congestion_map.png
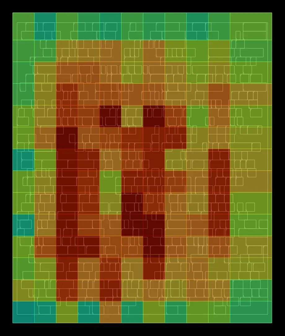
sizing.png
Scale: 4 px per um.
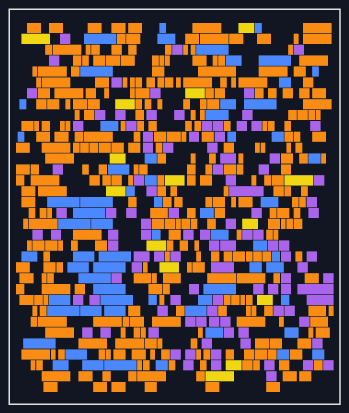
util_map.png
Scale: 4 px per um. The die is cut into 8 by 10 equal tiles; black is low, pale yellow is high, 0 to 100% covered.
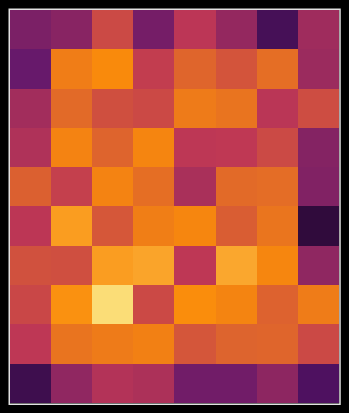
**config.mk**
```make
export PLATFORM = sky130hd
export DESIGN_NAME = bus_reg_file
export DESIGN_NICKNAME = d
export VERILOG_FILES = /design/src/rtl/bus_reg_file.sv
export SDC_FILE = /design/constraint.sdc
export NUM_CORES = 1
export LEC_CHECK = 0
export ABC_CLOCK_PERIOD_IN_PS = 5000
export CELL_PAD_IN_SITES_DETAIL_PLACEMENT = 0
export CELL_PAD_IN_SITES_GLOBAL_PLACEMENT = 1
export CORE_ASPECT_RATIO = 1.2
export CORE_UTILIZATION = 40
export DETAILED_ROUTE_END_ITERATION = 10
export PLACE_DENSITY_LB_ADDON = 0.1
export SYNTH_ARGS = -nofsm -noshare
export SYNTH_HDL_FRONTEND = slang
export SYNTH_SLANG_ARGS = --single-unit
```
**constraint.sdc**
```tcl
create_clock -name clk -period 5 [get_ports clk]
set_clock_uncertainty 0.2 [all_clocks]
set_input_delay 1 -clock clk [delete_from_list [all_inputs] [get_ports clk]]
set_output_delay 1 -clock clk [all_outputs]
set_load 0.02 [all_outputs]
```
**src/rtl/bus_reg_file.sv**
```systemverilog
// Bank of 2**ADDR_W registers loaded from the data bus, with inc/dec/clear counter ops and a
// carry/borrow flag. Define BUS_REG_FILE_BYPASS_EN for same-cycle write-through on the read port.
module bus_reg_file #(
   parameter int unsigned WIDTH  = 8,
   parameter int unsigned ADDR_W = 2
) (
   input  logic              clk,
   input  logic              reset,
   input  logic [WIDTH-1:0]  bus_in,
   input  logic              in_use,
   input  logic [ADDR_W-1:0] wr_addr,
   input  logic [1:0]        cnt_op,
   input  logic [ADDR_W-1:0] cnt_addr,
   input  logic              out_use,
   input  logic [ADDR_W-1:0] rd_addr,
   output logic [WIDTH-1:0]  out0,
   output logic              carry,
   output logic              zero,
   output logic [WIDTH-1:0]  d,
   output logic [WIDTH-1:0]  q
);

   localparam int unsigned DEPTH = 2 ** ADDR_W;
   localparam logic [WIDTH-1:0] One = {{(WIDTH-1){1'b0}}, 1'b1};

   logic [WIDTH-1:0] regs_q [DEPTH];
   logic [WIDTH-1:0] regs_d [DEPTH];
   logic             carry_q, carry_d;
   logic             cnt_en;
   logic [WIDTH-1:0] cnt_old;
   logic [WIDTH-1:0] rd_val;

   assign cnt_old = regs_q[cnt_addr];
   // A load to the same register wins; the counter op (and its carry update) is dropped.
   assign cnt_en  = (cnt_op != 2'b00) && !(in_use && (wr_addr == cnt_addr));

   always_comb begin
      regs_d  = regs_q;
      carry_d = carry_q;
      if (cnt_en) begin
         case (cnt_op)
            2'b01: begin
               regs_d[cnt_addr] = cnt_old + One;
               carry_d          = &cnt_old;
            end
            2'b10: begin
               regs_d[cnt_addr] = cnt_old - One;
               carry_d          = ~|cnt_old;
            end
            default: begin
               regs_d[cnt_addr] = '0;
               carry_d          = 1'b0;
            end
         endcase
      end
      if (in_use) begin
         regs_d[wr_addr] = bus_in;
      end
      if (reset) begin
         for (int unsigned i = 0; i < DEPTH; i++) begin
            regs_d[i] = '0;
         end
         carry_d = 1'b0;
      end
   end

   always_ff @(posedge clk) begin
      if (reset) begin
         for (int unsigned i = 0; i < DEPTH; i++) begin
            regs_q[i] <= '0;
         end
         carry_q <= 1'b0;
      end else begin
         regs_q  <= regs_d;
         carry_q <= carry_d;
      end
   end

`ifdef BUS_REG_FILE_BYPASS_EN
   assign rd_val = (in_use && out_use && (wr_addr == rd_addr)) ? bus_in : regs_q[rd_addr];
`else
   assign rd_val = regs_q[rd_addr];
`endif

   assign q     = rd_val;
   assign zero  = (rd_val == '0);
   assign out0  = out_use ? rd_val : '0;
   assign d     = regs_d[rd_addr];
   assign carry = carry_q;

endmodule

```
==> impl_metrics.py <==
# Flow results
metrics = {
    "global_routing": {
        "antenna_found_initial": 0,
        "grt_overflow_total": 0,
    },
    "synth": {
        "ys_cells": 385,
        "yosys-top-cells-area": "dfxtp_1 21%, mux4_2 12%, nor2_1 5.0%",
        "ys_seq_share_pct": 21.35,
        "synth_top_cell_by_count": "nor2_1",
        "synth.distinct_cells": 63,
        "simple_gate_share_pct": 27.62,
        "compound_area_share_pct": 25.80,
    },
    "critical_path": {
        "crit_start": "cnt_addr[0]",
        "rrSetupSlack_ps": 2190,
        "crit_buf_inv": 3,
        "rr_worst_depth": 10,
        "critPathTopFamily": "multiplexers",
        "crit_path_max_fanout": 5,
        "r2r_end": "regs_q[21]",
        "worstSetupStartpointType": "input pin",
    },
    "power_and_ir_drop": {
        "swShare_pct": 36.94,
        "power.total_mw": 0.9593,
        "power_switching_mw": 0.3544,
    },
    "floorplanning": {
        "num_rows": 34,
        "die_x_um": 82.29,
    },
    "placed_design": {
        "io_buffers": 45,
    },
    "detailed_routing": {
        "first_pass_iters": 5,
        "vias": 3845,
        "dr_wl_met2_um": 6439,
    },
    "clock_tree": {
        "htreeDepth": 2,
        "insertion_delay_ps": 290,
        "cts_buffers": 5,
        "post_cts_buffers": 4,
        "cts_root_buf": "clkbuf_8",
        "clockBufferDepth": 2,
    },
    "outcome": {
        "status": "finished, final reports clean",
    },
    "finish": {
        "final_cells": 603,
        "nClkBuffers": 7,
        "drive_gt1_share_pct": 35.67,
    },
    "sta": {
        "final_max_slew_viol_count": 0,
        "max_freq_ghz": 0.2055,
    },
    "run": {
        "maxCapViolCount": 0,
    },
    "hold_path": {
        "hold_start": "carry",
    },
}
About congestion_map.png:
Total GRT Usage: 36.63%
met3 global-route usage: 9.065%
gr busiest metal: met2
GR Util met2: 56.83%
fin util: 62.78%

About sizing.png:
[orange] x1 and smaller | cells: 330 | share: 64%
[purple] x3 and x4 | cells: 105 | share: 20%
[blue] x2 | cells: 64 | share: 12%
[yellow] x6 and larger | cells: 14 | share: 2.7%

About util_map.png:
tiles over 75% full: 8.7%
mean over tiles: 56%
fullest tile: 93%

how the worst max path moves through the flow:
stage / endpoint / depth (start not counted) / slack, ps
2_1_floorplan: d[7] / 9 / 140
3_3_place_gp: d[6] / 11 / -840
3_5_place_dp: d[6] / 11 / -850
4_1_cts: d[7] / 11 / 20
5_1_grt: d[6] / 14 / 20
6_report: d[6] / 10 / 130
power groups by stage:
stage	clock (mW)	combinational, mW	sequential, mW
6_report	0.212	0.456	0.291
5_1_grt	0.225	0.483	0.293
4_1_cts	0.213	0.435	0.290
3_5_place_dp	0	0.412	0.296
3_3_place_gp	0	0.410	0.296
2_1_floorplan	0	0.215	0.291
state kept, by name, indices dropped and copies added (netlist names):
register and cells:
carry 1, regs_q 32
No activity file was given, so power comes from the tool's default toggle rates.
